--- src/rtl/rv32_pipe_pkg.sv ---
// Shared RV32IM pipeline types: widths, ALU opcodes, forward-select codes
// and the ID/EX stage register bundle.
package rv32_pipe_pkg;

    localparam int XLEN    = 32;
    localparam int RADDR_W = 5;

    localparam logic [4:0] ALU_ADD    = 5'b00000;
    localparam logic [4:0] ALU_SUB    = 5'b00001;
    localparam logic [4:0] ALU_AND    = 5'b00010;
    localparam logic [4:0] ALU_OR     = 5'b00011;
    localparam logic [4:0] ALU_XOR    = 5'b00100;
    localparam logic [4:0] ALU_SLL    = 5'b00101;
    localparam logic [4:0] ALU_SRL    = 5'b00110;
    localparam logic [4:0] ALU_SRA    = 5'b00111;
    localparam logic [4:0] ALU_SLTU   = 5'b01000;
    localparam logic [4:0] ALU_MUL    = 5'b01001;
    localparam logic [4:0] ALU_MULH   = 5'b01010;
    localparam logic [4:0] ALU_MULHSU = 5'b01011;
    localparam logic [4:0] ALU_MULHU  = 5'b01100;
    localparam logic [4:0] ALU_DIV    = 5'b01101;
    localparam logic [4:0] ALU_DIVU   = 5'b01110;
    localparam logic [4:0] ALU_REM    = 5'b01111;
    localparam logic [4:0] ALU_SLT    = 5'b10000;
    localparam logic [4:0] ALU_PASS   = 5'b10001;

    typedef enum logic [1:0] {
        FWD_NONE  = 2'd0,
        FWD_EXMEM = 2'd1,
        FWD_MEMWB = 2'd2
    } fwd_sel_e;

    // All-zero value of this struct is the bubble.
    typedef struct packed {
        logic               valid;
        logic [XLEN-1:0]    pc;
        logic [XLEN-1:0]    rs1_data;
        logic [XLEN-1:0]    rs2_data;
        logic [RADDR_W-1:0] rs1_addr;
        logic [RADDR_W-1:0] rs2_addr;
        logic [RADDR_W-1:0] rd_addr;
        logic [XLEN-1:0]    imm;
        logic [4:0]         alu_op;
        logic               src1_pc;
        logic               src2_imm;
        logic               reg_write;
        logic               mem_read;
        logic               mem_write;
    } id_ex_t;

endpackage

--- src/rtl/id_ex_operand_stage_fwd_select.sv ---
// Forwarding mux for one source operand: EX/MEM beats MEM/WB, x0 never forwarded.
// Ports: src_addr/src_data in, both downstream write ports in, fwd_data/fwd_sel out.
module fwd_select
    import rv32_pipe_pkg::*;
(
    input  logic [RADDR_W-1:0] src_addr,
    input  logic [XLEN-1:0]    src_data,
    input  logic [RADDR_W-1:0] exmem_rd_addr,
    input  logic               exmem_reg_write,
    input  logic [XLEN-1:0]    exmem_result,
    input  logic [RADDR_W-1:0] memwb_rd_addr,
    input  logic               memwb_reg_write,
    input  logic [XLEN-1:0]    memwb_result,
    output logic [XLEN-1:0]    fwd_data,
    output fwd_sel_e           fwd_sel
);

    logic exmem_hit;
    logic memwb_hit;

    assign exmem_hit = exmem_reg_write && (exmem_rd_addr != '0)
                       && (exmem_rd_addr == src_addr);
    assign memwb_hit = memwb_reg_write && (memwb_rd_addr != '0)
                       && (memwb_rd_addr == src_addr);

    always_comb begin
        fwd_sel  = FWD_NONE;
        fwd_data = src_data;
        if (exmem_hit) begin
            fwd_sel  = FWD_EXMEM;
            fwd_data = exmem_result;
        end else if (memwb_hit) begin
            fwd_sel  = FWD_MEMWB;
            fwd_data = memwb_result;
        end
    end

endmodule

--- src/rtl/id_ex_operand_stage.sv ---
// ID/EX register with operand forwarding, load-use detect, STALL and FLUSH.
// Ports: CLK/RESET/STALL/FLUSH, id_* decode fields, downstream write ports, ALU/EX outputs.
module id_ex_operand_stage
    import rv32_pipe_pkg::*;
(
    input  logic               CLK,
    input  logic               RESET,
    input  logic               STALL,
    input  logic               FLUSH,
    input  logic               id_valid,
    input  logic [XLEN-1:0]    id_pc,
    input  logic [XLEN-1:0]    id_rs1_data,
    input  logic [XLEN-1:0]    id_rs2_data,
    input  logic [RADDR_W-1:0] id_rs1_addr,
    input  logic [RADDR_W-1:0] id_rs2_addr,
    input  logic [RADDR_W-1:0] id_rd_addr,
    input  logic [XLEN-1:0]    id_imm,
    input  logic [4:0]         id_alu_op,
    input  logic               id_src1_pc,
    input  logic               id_src2_imm,
    input  logic               id_reg_write,
    input  logic               id_mem_read,
    input  logic               id_mem_write,
    input  logic [RADDR_W-1:0] exmem_rd_addr,
    input  logic [RADDR_W-1:0] memwb_rd_addr,
    input  logic               exmem_reg_write,
    input  logic               memwb_reg_write,
    input  logic [XLEN-1:0]    exmem_result,
    input  logic [XLEN-1:0]    memwb_result,
    output logic [XLEN-1:0]    data1,
    output logic [XLEN-1:0]    data2,
    output logic [4:0]         opcode,
    output logic [XLEN-1:0]    ex_store_data,
    output logic [XLEN-1:0]    ex_pc,
    output logic [RADDR_W-1:0] ex_rd_addr,
    output logic               ex_valid,
    output logic               ex_reg_write,
    output logic               ex_mem_read,
    output logic               ex_mem_write,
    output logic               load_use_stall
);

    id_ex_t ex_q;
    id_ex_t ex_d;

    logic [XLEN-1:0] fwd_rs1;
    logic [XLEN-1:0] fwd_rs2;
    fwd_sel_e        fwd1_sel;
    fwd_sel_e        fwd2_sel;

    fwd_select u_fwd_rs1 (
        .src_addr        (ex_q.rs1_addr),
        .src_data        (ex_q.rs1_data),
        .exmem_rd_addr   (exmem_rd_addr),
        .exmem_reg_write (exmem_reg_write),
        .exmem_result    (exmem_result),
        .memwb_rd_addr   (memwb_rd_addr),
        .memwb_reg_write (memwb_reg_write),
        .memwb_result    (memwb_result),
        .fwd_data        (fwd_rs1),
        .fwd_sel         (fwd1_sel)
    );

    fwd_select u_fwd_rs2 (
        .src_addr        (ex_q.rs2_addr),
        .src_data        (ex_q.rs2_data),
        .exmem_rd_addr   (exmem_rd_addr),
        .exmem_reg_write (exmem_reg_write),
        .exmem_result    (exmem_result),
        .memwb_rd_addr   (memwb_rd_addr),
        .memwb_reg_write (memwb_reg_write),
        .memwb_result    (memwb_result),
        .fwd_data        (fwd_rs2),
        .fwd_sel         (fwd2_sel)
    );

    assign load_use_stall = ex_q.valid && ex_q.mem_read
                            && (ex_q.rd_addr != '0) && id_valid
                            && ((ex_q.rd_addr == id_rs1_addr)
                             || (ex_q.rd_addr == id_rs2_addr));

    always_comb begin
        ex_d = ex_q;
        if (FLUSH) begin
            ex_d = '0;
        end else if (STALL) begin
            // Latch a forwarded value so a producer retiring mid-stall is kept.
            if (fwd1_sel != FWD_NONE) ex_d.rs1_data = fwd_rs1;
            if (fwd2_sel != FWD_NONE) ex_d.rs2_data = fwd_rs2;
        end else if (load_use_stall) begin
            ex_d = '0;
        end else begin
            ex_d.valid     = id_valid;
            ex_d.pc        = id_pc;
            ex_d.rs1_data  = id_rs1_data;
            ex_d.rs2_data  = id_rs2_data;
            ex_d.rs1_addr  = id_rs1_addr;
            ex_d.rs2_addr  = id_rs2_addr;
            ex_d.rd_addr   = id_rd_addr;
            ex_d.imm       = id_imm;
            ex_d.alu_op    = id_alu_op;
            ex_d.src1_pc   = id_src1_pc;
            ex_d.src2_imm  = id_src2_imm;
            // Control is qualified by valid so a non-instruction never writes.
            ex_d.reg_write = id_valid && id_reg_write;
            ex_d.mem_read  = id_valid && id_mem_read;
            ex_d.mem_write = id_valid && id_mem_write;
        end
    end

    always_ff @(posedge CLK or posedge RESET) begin
        if (RESET) ex_q <= '0;
        else       ex_q <= ex_d;
    end

    assign data1         = ex_q.src1_pc ? ex_q.pc : fwd_rs1;
    assign data2         = ex_q.src2_imm ? ex_q.imm : fwd_rs2;
    assign opcode        = ex_q.alu_op;
    assign ex_store_data = fwd_rs2;
    assign ex_pc         = ex_q.pc;
    assign ex_rd_addr    = ex_q.rd_addr;
    assign ex_valid      = ex_q.valid;
    assign ex_reg_write  = ex_q.reg_write;
    assign ex_mem_read   = ex_q.mem_read;
    assign ex_mem_write  = ex_q.mem_write;

endmodule

--- config.mk ---
export PLATFORM = sky130hd
export DESIGN_NAME = id_ex_operand_stage
export DESIGN_NICKNAME = d
export VERILOG_FILES = /design/src/rtl/rv32_pipe_pkg.sv /design/src/rtl/id_ex_operand_stage_fwd_select.sv /design/src/rtl/id_ex_operand_stage.sv
export SDC_FILE = /design/constraint.sdc
export NUM_CORES = 1
export LEC_CHECK = 0
export ABC_AREA = 1
export CAP_MARGIN = 20
export CORE_MARGIN = 3
export CORE_UTILIZATION = 51
export CTS_CLUSTER_DIAMETER = 100
export DETAILED_ROUTE_END_ITERATION = 16
export PLACE_DENSITY = 0.93
export SETUP_SLACK_MARGIN = 0.3
export SLEW_MARGIN = 40
export SYNTH_ARGS = -nofsm -noshare
export SYNTH_HDL_FRONTEND = slang
export SYNTH_HIERARCHICAL = 1
export SYNTH_SLANG_ARGS = --single-unit
--- constraint.sdc ---
create_clock -name CLK -period 9.9 [get_ports CLK]
set_clock_uncertainty 0.1 [all_clocks]
set_input_delay 2.475 -clock CLK [delete_from_list [all_inputs] [get_ports CLK]]
set_output_delay 2.475 -clock CLK [all_outputs]
set_load 0.02 [all_outputs]
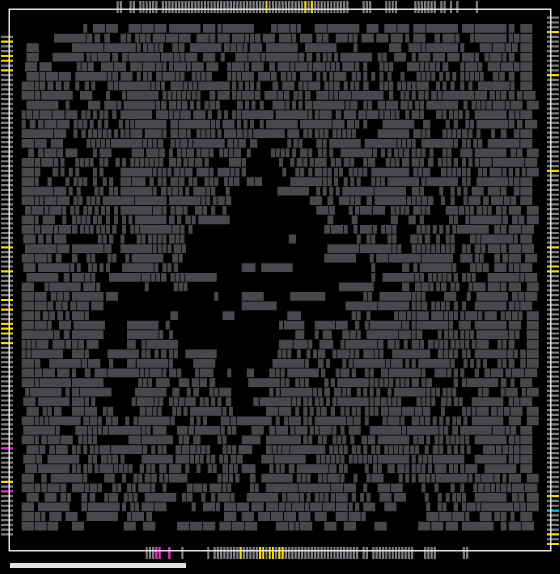
**Above:** run 1 (I/O pins on the die edge).
Scale bar: 50 um. Pins as bars across the die edge, other pins in gray.
Yellow stands for `id_pc`, pins 32, direction input, edge 13 west, 9 east, 7 south, 3 north. Cyan stands for `FLUSH`, pins 1, direction input, edge east. Magenta stands for `id_rs1_addr`, pins 5, direction input, edge 3 south, 2 west.

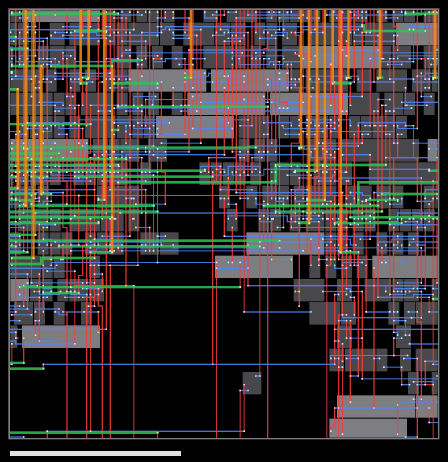
**Above:** run 1 (close-up of the layout).
Scale bar: 20 um. Window x 52 to 102, y 82 to 132 um. Cells in gray, sequential cells in the stronger gray; small squares are vias.
Orange stands for M4. Blue stands for M1. Green stands for M3. Red stands for M2.
Netlist names of flops here include `ex_q` (13), `ex_pc` (2). Sequential cells in the window: 15. Most frequent: nand2_1 (99), inv_1 (36), clkdlybuf4s50_1 (25). 227 logic cells have their middle in the window.

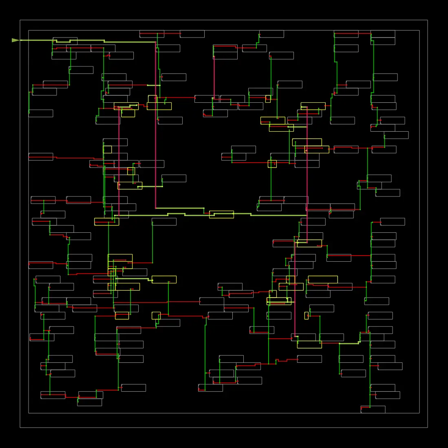
**Above:** run 1 (the clock network).
Sink Count: 154
Clock group: 0.669 mW
Latency at later pin: 0.43 ns

==> impl_metrics.yaml, run 1 <==
# generated from flow reports
cts:
  post_cts_buffers: 0
  cts_buffers: 17
  clk_pin_slew_ns: 0.06
  cts_buffer_depth: 2
  cts_resized: 0
  htreeDepth: 4
  root_buffer: "clkbuf_16"
  cts_tree: "built"
global_routing:
  grt_max_degree: 81
  gr-usage-all-layers_pct: 34.2
  grt_antenna_before_repair: 2
  grt_pass1_vias: 12971
  grt_overflow: 0
  grt_pass1_wl_um: 65300
critical_path:
  crit_end: "data1[0]"
  crit_fanout: 33
  worst_ep_required_time_ns: 7.33
  timing.rr.end: "ex_q[77]$_DFFE_PP0P_"
  rrSetupSlack_ns: 6.70
  arrival_ns: 5.66
  end_kind: "primary output"
  reg2reg_from: "ex_q[49]$_DFFE_PP0P_"
  reg2reg_depth: 11
  critPathLaunch: "memwb_rd_addr[3]"
  setup.worst_path.class: "input pin to primary output"
power_and_ir_drop:
  seq_power_share_pct: 35.8
  p_int_mw: 1.31
  switchingPower_mw: 0.634
  p_total_mw: 1.94
  power_frac_comb_pct: 29.7
  switching_share_pct: 32.7
  max-vdd-ir-drop_mv: 0.123
  p_seq_mw: 0.695
  leakagePower_nw: 8.03
  power.largest_group: "registers"
sta:
  final.min_clock_period_ns: 8.23
  fin_crit_sh_pct: 83.2
  whs_ns: 0.379
  fin_setup_tns_ns: 0
  relSlewSlack_pct: 43.3
  fmax_ghz: 0.121
  tightest_slew_ns: 0.850
  rsz0062_at_grt: "no"
  layout_setup_ws_ns: 1.67
  finalHoldViolations: 0
synth:
  ys_warn_count: 6
  aoi_share_pct: 6.18
  ys_sh_xor_pct: 0.316
  synth-main-ff-cell: "dfrtp_1"
  avgSynthCellArea_um2: 6.08
  async_reset_ff_share_pct: 100
  ys_seq_elements: 154
  synth-edff-count: 0
  synth_area_mm2: 0.0111
  synthMuxAreaShare_pct: 0
  syn_nets: 2060
  yosys_area_mm2: 0.0111
  logic_family: "simple AND/OR/NAND/NOR gates"
  synth_cell_types: 26
  fa_ha_area_share_pct: 0
  ys_seq_share_pct: 34.7
  yosys-stat-cells: 1826
  synth_cells: 1826
worst_hold_path:
  hold_start: "ex_q[58]$_DFFE_PP0P_"
  hold_path_end: "ex_q[58]$_DFFE_PP0P_"
  holdPathStages: 2
  hold_class: "flop to flop"
layout:
  comb_area_share_pct: 34.8
  final_cell_area_mm2: 0.0153
  n_clock_buffer: 20
  inv_count: 294
  clock_cell_area_share_pct: 3.90
  finalNetCount: 2316
  ff_count: 154
  largest_class: "multi-input combinational cells"
  buf_share_pct: 26.4
  final_cells: 2373
  combGateArea_mm2: 0.00530
  finalCoreUtilization_pct: 71.9
  antenna_cells: 3
  seq_share_pct: 25.3
  logic_gates: 1224
  layout-drive-gt1-share_pct: 3.58
  syn2layout_area_growth_pct: 37.5
die:
  die-area_mm2: 0.0236
  core_mm2: 0.0212
  num_rows: 53
  io_pins: 377
  die_width_um: 153
  num_tap_cells: 275
placement:
  dp_slack_ns: 1.47
  portBuffers: 376
  dp_cells: 2330
  place_congestion: 0.923
  dpl-instance-area_mm2: 0.0145
routing:
  vias: 12838
  wl_um: 41700
  avgViaCountPerCell: 5.41
  drt-initial-drc-count: 1473
  wl_per_cell_um: 17.6
  drc_errors: 0
outcome:
  status: "finished, final reports clean"
job:
  cap_violations: 0
  warnings: 26
[run 1: sequential cells by signal, summed over array words and instances, names as in the netlist]
signal,flops
ex_mem_read,1
ex_mem_write,1
ex_pc,32
ex_q,108
ex_rd_addr,5
ex_reg_write,1
ex_valid,1
opcode,5
[run 1: cells in the final DEF, fill, tap and decap left out, drive strengths merged, types with 3 or more instances in the layout]
cell,n
nand4,69
o21ai,130
clkdlybuf4s50,375
nand3,154
xnor2,4
inv,295
a21oi,4
diode,3
clkbuf,20
clkinv,5
dfrtp,154
nor2,93
buf,16
clkinvlp,4
nand2,764
[run 1: critical path: stages]
cell and delay, ns:
clkdlybuf4s50_1 0.49, nor2_1 0.18, nor2_1 0.10, nor2_4 0.47, buf_8 0.25, nand3_4 0.37
nand2_1 0.19, nand3_1 0.08, nand2_1 0.16, nand2_1 0.07, o21ai_0 0.14, clkdlybuf4s50_1 0.67
[run 1: Yosys cell counts, types with 5 or more instances]
| library cell | number | area (um2) |
|---|---|---|
| buf_1 | 7 | 26.3 |
| buf_2 | 42 | 210 |
| buf_4 | 52 | 390 |
| buf_6 | 6 | 67.6 |
| clkbuf_1 | 47 | 176 |
| dfrtp_1 | 154 | 3850 |
| inv_1 | 286 | 1070 |
| nand2_1 | 762 | 2860 |
| nand3_1 | 152 | 761 |
| nand4_1 | 69 | 432 |
| nor2_1 | 86 | 323 |
| nor2_4 | 5 | 56.3 |
| o21ai_0 | 126 | 631 |
[run 1: layer usage]
metal / global-route usage, % / wire (um) / vias to the layer above
li1: - / - / 6024
met1: 41.0 / 15800 / 5860
met2: 57.5 / 19800 / 804
met3: 7.40 / 4150 / 150
met4: 18.5 / 1970 / 0
met5: 0 / 0 / -
**Run 1: the metal 1 layer**

Scale bar: 50 um.
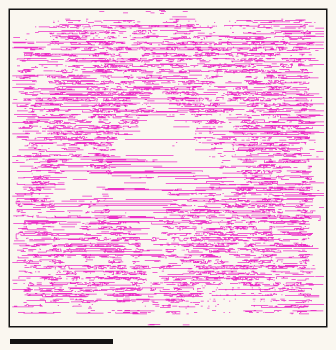

==> run 2, diff against run 1 <==
--- a/config.mk
+++ b/config.mk
@@ -8,10 +8,10 @@
 export ABC_AREA = 1
 export CAP_MARGIN = 20
 export CORE_MARGIN = 3
-export CORE_UTILIZATION = 51
+export CORE_UTILIZATION = 47
 export CTS_CLUSTER_DIAMETER = 100
 export DETAILED_ROUTE_END_ITERATION = 16
-export PLACE_DENSITY = 0.93
+export PLACE_DENSITY = 0.87
 export SETUP_SLACK_MARGIN = 0.3
 export SLEW_MARGIN = 40
 export SYNTH_ARGS = -nofsm -noshare
==> constraint.sdc (replaced) <==
create_clock -name CLK -period 7.7 [get_ports CLK]
set_clock_uncertainty 0.1 [all_clocks]
set_input_delay 1.925 -clock CLK [delete_from_list [all_inputs] [get_ports CLK]]
set_output_delay 1.925 -clock CLK [all_outputs]
set_load 0.02 [all_outputs]
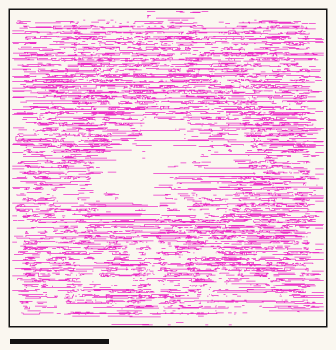
**Above:** run 2 (the metal 1 layer).
Scale bar: 50 um.
The layer carries 16700 um of wire. The layer holds 41% of the routed length. The longest straight run is 60.0 um.

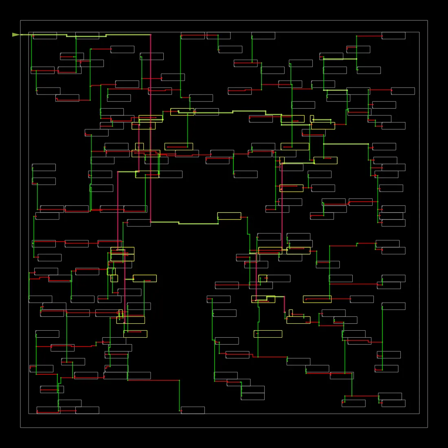
**Above:** run 2 (the clock network).
Latency at later pin: 0.45 ns
clock buffer count: 20

==> impl_metrics.yaml, run 2 <==
# generated from flow reports
cts:
  cts_resized: 0
  clk_pin_slew_ns: 0.06
  cts_buffer_depth: 2
  clkSinkCount: 154
  htreeDepth: 4
  cts_buffers: 17
  root_buffer: "clkbuf_16"
die:
  io_pins: 377
  core_mm2: 0.0229
  die-area_mm2: 0.0255
  num_rows: 55
  die_width_um: 160
synth:
  synth_cell_types: 26
  synth_area_mm2: 0.0111
  ys_seq_share_pct: 34.7
  syn_nets: 2060
  ys_warn_count: 6
  ys_seq_elements: 154
  synth-main-ff-cell: "dfrtp_1"
  common_cells: "nand2_1, inv_1, dfrtp_1"
  avgSynthCellArea_um2: 6.08
  largest_area_cell: "dfrtp_1"
  yosys.cell_count.top_type: "nand2_1"
  synth-edff-count: 0
sta:
  finalHoldViolations: 0
  tightest_slew_ns: 0.780
  fin_crit_sh_pct: 88.0
  final.min_clock_period_ns: 6.78
  layout_setup_ws_ns: 0.921
  fin_setup_tns_ns: 0
  fmax_ghz: 0.148
  rsz0062_at_grt: "no"
  relSlewSlack_pct: 48.0
critical_path:
  end_kind: "primary output"
  path_buffers: 3
  rrSetupSlack_ns: 4.63
  slowest_stage: "clkdlybuf4s50_1"
  timing.rr.end: "ex_q[107]$_DFFE_PP0P_"
  critPathLaunch: "exmem_rd_addr[2]"
  crit_chain: "clkdlybuf4s50_1 -> nor2_1 -> nand3_1 -> nand2_1 -> a21oi_1 -> nand2_4 -> inv_4 -> nand2_1 -> nand2_1 -> nand2_1 -> o21ai_0 -> clkdlybuf4s50_1"
  reg2reg_depth: 11
  worst_ep_required_time_ns: 5.68
  setup.worst_path.class: "input pin to primary output"
  crit_fanout: 34
  slowest_delay_ns: 0.65
  crit_family: "buffers and inverters"
power_and_ir_drop:
  power.largest_group: "clock"
  switching_share_pct: 31.3
  powerClk_mw: 0.980
  switchingPower_mw: 0.814
  max-vdd-ir-drop_mv: 0.126
  leakagePower_nw: 8.04
layout:
  syn2layout_area_growth_pct: 37.6
  combGateArea_mm2: 0.00530
  largest_reg_flops: 108
  finalCoreUtilization_pct: 66.6
  layout-drive-gt1-share_pct: 3.48
  regMostFlops: "ex_q"
worst_hold_path:
  hold_path_end: "ex_q[113]$_DFFE_PP0P_"
  hold_class: "flop to flop"
  hold_start: "ex_q[113]$_DFFE_PP0P_"
  holdPathStages: 2
global_routing:
  grt_overflow: 0
  grt_max_degree: 92
job:
  cap_violations: 0
placement:
  place_congestion: 0.872
  dp_slack_ns: 0.963
outcome:
  status: "finished, final reports clean"
routing:
  avgViaCountPerCell: 5.16
  drt-initial-drc-count: 1276
  wl_per_cell_um: 16.8
  vias: 12446
==> run 2: cell counts after synthesis <==
No cell type changed its count.
==> run 2: final cells by class <==
class                   instances  area share [%]
diodes                          3          0.0492
multi-input cells            1224            34.7
well taps                     313            2.57
inverters                     294            7.36
clock inverters                11            1.43
flip-flops and latches        154            25.2
clock buffers                  20            2.86
repair buffers                392            25.7
==> run 2: how the worst max path moves through the flow <==
| stage | slack (ns) | cells past startpoint | end |
|---|---|---|---|
| 2_1_floorplan | 1.53 | 1 | ex_mem_read$_DFFE_PP0P_ |
| 3_3_place_gp | 1.02 | 12 | data2[26] |
| 3_5_place_dp | 0.96 | 12 | data2[30] |
| 4_1_cts | 0.96 | 12 | data2[30] |
| 5_1_grt | 0.74 | 12 | data2[31] |
| 6_report | 0.92 | 12 | data2[30] |
==> run 2: kinds of logic (layout without fill, tap and decap cells) <==
group                     after synthesis  after routing  synth area share [%]
DFF                                   154            154                  34.7
AOI/OAI and AO/OA                     136            136                  6.18
buffers and inverters                 448            717                  17.8
other                                   0              3                     0
xor gates and xnor gates                4              4                 0.316
and+or+nand+nor                      1084           1084                  40.9
==> run 2: metal layers <==
metal	up-vias	wire length (um)	GRT usage (%)
li1	6023	-	-
met1	5705	16700	38.8
met2	637	19200	51.8
met3	81	3420	6.87
met4	0	1200	11.5
met5	-	0	0
==> run 2: through the flow <==
stage	instance area [um2]	total power [mW]	hold WS (ns)	std cells
global route	15300	2.70	0.401	2411
finish	15300	2.60	0.374	2411
floorplan	11100	1.29	0.349	1826
global placement	14500	1.61	0.362	2375
CTS	15200	2.60	0.381	2407
detailed placement	14600	1.63	0.365	2376
==> run 2: tightest hold or removal path, delay by kind of cell (launching register included) <==
kind / cells / cell delay (ns)
flops: 1 / 0.34
simple gates: 2 / 0.10
==> run 3, diff against run 2 <==
--- a/config.mk
+++ b/config.mk
@@ -11,6 +11,7 @@
 export CORE_UTILIZATION = 47
 export CTS_CLUSTER_DIAMETER = 100
 export DETAILED_ROUTE_END_ITERATION = 16
+export GPL_TIMING_DRIVEN = 1
 export PLACE_DENSITY = 0.87
 export SETUP_SLACK_MARGIN = 0.3
 export SLEW_MARGIN = 40
==> impl_metrics.yaml, run 3 <==
# generated from flow reports
synth:
  synth-edff-count: 0
  common_cells: "nand2_1, inv_1, dfrtp_1"
  yosys.cell_count.top_type: "nand2_1"
  area_leaders: "dfrtp_1, nand2_1, inv_1, nand3_1, o21ai_0"
  synth-main-ff-cell: "dfrtp_1"
  yosys-stat-cells: 1826
  ys_seq_share_pct: 34.7
  yosys_area_mm2: 0.0111
  largest_area_cell: "dfrtp_1"
  syn_nets: 2060
  top_cell_area_share_pct: 34.7
  avgSynthCellArea_um2: 6.08
  async_reset_ff_share_pct: 100
  ys_warn_count: 6
  ys_seq_elements: 154
  synth_area_mm2: 0.0111
  synth_cell_types: 26
  synth_cells: 1826
layout:
  layout-drive-gt1-share_pct: 3.48
  buffers: 392
  seq_share_pct: 25.2
  logic_gates: 1224
  register_area_mm2: 0.00385
  largest_reg_flops: 108
  final_cells: 2411
  largest_class: "multi-input combinational cells"
  antenna_cells: 3
  n_clock_buffer: 20
  layout_top_cells: "nand2_1, clkdlybuf4s50_1, inv_1"
  syn2layout_area_growth_pct: 37.6
  lay_top_count: "nand2_1"
  regMostFlops: "ex_q"
  combGateArea_mm2: 0.00530
  inv_count: 294
  finalNetCount: 2317
  clock_cell_area_share_pct: 4.30
  buf_share_pct: 25.7
  comb_area_share_pct: 34.7
  ff_count: 154
global_routing:
  grt_max_degree: 92
  gr-usage-all-layers_pct: 30.8
  grt_pass1_wl_um: 63400
  grt_overflow: 0
  grt_antenna_before_repair: 3
  grt_pass1_vias: 11905
power_and_ir_drop:
  p_int_mw: 1.79
  powerComb_mw: 0.727
  power_frac_comb_pct: 28.0
  p_seq_mw: 0.893
  powerClk_mw: 0.980
  p_per_area_mw_per_mm2: 170
  leakagePower_nw: 8.04
  max-vdd-ir-drop_mv: 0.126
  power.largest_group: "clock"
  clkPwrFrac_pct: 37.7
  seq_power_share_pct: 34.3
  switchingPower_mw: 0.814
  switching_share_pct: 31.3
cts:
  cts-hold-fix-buffers: 0
  cts_resized: 0
  clk_pin_slew_ns: 0.06
  root_buffer: "clkbuf_16"
  htreeDepth: 4
  cts_tree: "built"
  cts_buffer_depth: 2
  post_cts_buffers: 0
  clock_latency_ns: 0.45
  cts_buffers: 17
  clkSinkCount: 154
sta:
  fin_setup_tns_ns: 0
  relSlewSlack_pct: 48.0
  final.min_clock_period_ns: 6.78
  fmax_ghz: 0.148
  setup_viol: 0
  fin_crit_sh_pct: 88.0
  tightest_slew_ns: 0.780
  whs_ns: 0.374
  rsz0062_at_grt: "no"
  finalHoldViolations: 0
critical_path:
  reg2reg_from: "ex_q[55]$_DFFE_PP0P_"
  crit_fanout: 34
  rrSetupSlack_ns: 4.63
  arrival_ns: 4.75
  setup.worst_path.class: "input pin to primary output"
  timing.rr.end: "ex_q[107]$_DFFE_PP0P_"
  reg2reg_depth: 11
  worst_ep_required_time_ns: 5.68
  end_kind: "primary output"
  worstSetupStartpointType: "input pin"
job:
  cap_violations: 0
  warnings: 26
routing:
  wl_per_cell_um: 16.8
  drt-initial-drc-count: 1276
  vias: 12446
  wl_um: 40500
  avgViaCountPerCell: 5.16
  drc_errors: 0
  ant_nets: 0
outcome:
  status: "finished, final reports clean"
placement:
  portBuffers: 376
  dp_cells: 2376
  place_congestion: 0.872
  dpl.hpwl_um: 28600
die:
  num_rows: 55
  io_pins: 377
  fp_util_pct: 48.4
  core_mm2: 0.0229
  die-area_mm2: 0.0255
  die_width_um: 160
  die_h_um: 160
  num_tap_cells: 313
worst_hold_path:
  holdPathStages: 2
  hold_class: "flop to flop"
  hold_path_end: "ex_q[113]$_DFFE_PP0P_"
  hold_start: "ex_q[113]$_DFFE_PP0P_"
[run 3: worst max-delay path by stage]
stage                                   end        startpoint  slack [ns]  cells past startpoint
floorplan           ex_mem_read$_DFFE_PP0P_             RESET        1.53                      1
global placement                  data2[26]  exmem_rd_addr[2]        1.02                     12
detailed placement                data2[30]  exmem_rd_addr[2]        0.96                     12
CTS                               data2[30]  exmem_rd_addr[2]        0.96                     12
global route                      data2[31]  exmem_rd_addr[2]        0.74                     12
finish                            data2[30]  exmem_rd_addr[2]        0.92                     12
[run 3: stage by stage]
stage	setup WS [ns]	utilization (%)	power, mW	instance area (um2)
final	0.921	66.6	2.60	15300
after detailed placement	0.963	63.6	1.63	14600
after global routing	0.736	66.6	2.70	15300
after global placement	1.02	63.4	1.61	14500
after floorplan	1.53	-	1.29	11100
after CTS	0.960	66.4	2.60	15200
[run 3: worst max-delay path, cell delays in order]
cell and delay, ns:
clkdlybuf4s50_1 0.56, nor2_1 0.07, nand3_1 0.07, nand2_1 0.05, a21oi_1 0.21, nand2_4 0.28
inv_4 0.45, nand2_1 0.10, nand2_1 0.16, nand2_1 0.08, o21ai_0 0.13, clkdlybuf4s50_1 0.65
[run 3: routing by layer]
layer	track usage [%]	vias to the layer above	wire, um
met5	0	-	0
met4	11.5	0	1200
met3	6.87	81	3420
met2	51.8	637	19200
met1	38.8	5705	16700
li1	-	6023	-
[run 3: logic make-up (layout without fill, tap and decap cells)]
kind of cell           after synthesis  count (layout)  share of synthesized area [%]
XOR/XNOR                             4               4                          0.316
AND/OR/NAND/NOR                   1084            1084                           40.9
other                                0               3                              0
flip-flops                         154             154                           34.7
buffers and inverters              448             717                           17.8
AND-OR/OR-AND                      136             136                           6.18
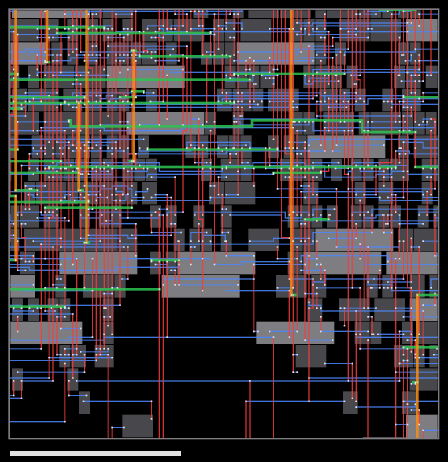
**Above:** run 3 (close-up of the layout).
Scale bar: 20 um. Window x 55 to 105, y 87 to 137 um. Cells in gray, sequential cells in the stronger gray; small squares are vias.
Blue stands for M1. Orange stands for M4. Green stands for M3. Red stands for M2.
Netlist names of flops here include `ex_q` (11), `ex_pc` (1). 208 logic cells have their middle in the window. Most frequent: nand2_1 (93), inv_1 (33), clkdlybuf4s50_1 (22). Sequential cells in the window: 12.

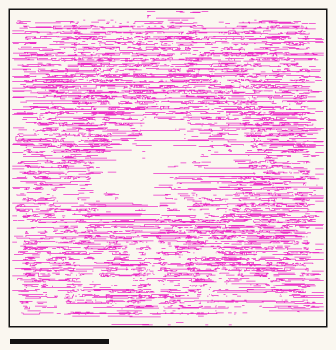
**Above:** run 3 (the metal 1 layer).
Scale bar: 50 um.
The layer holds 41% of the routed length. The longest straight run is 60.0 um. The layer carries 16700 um of wire. The wires run mostly horizontal. 2096 nets have wire on it.

Power figures rest on the tool's default switching activity, not on a simulated workload.
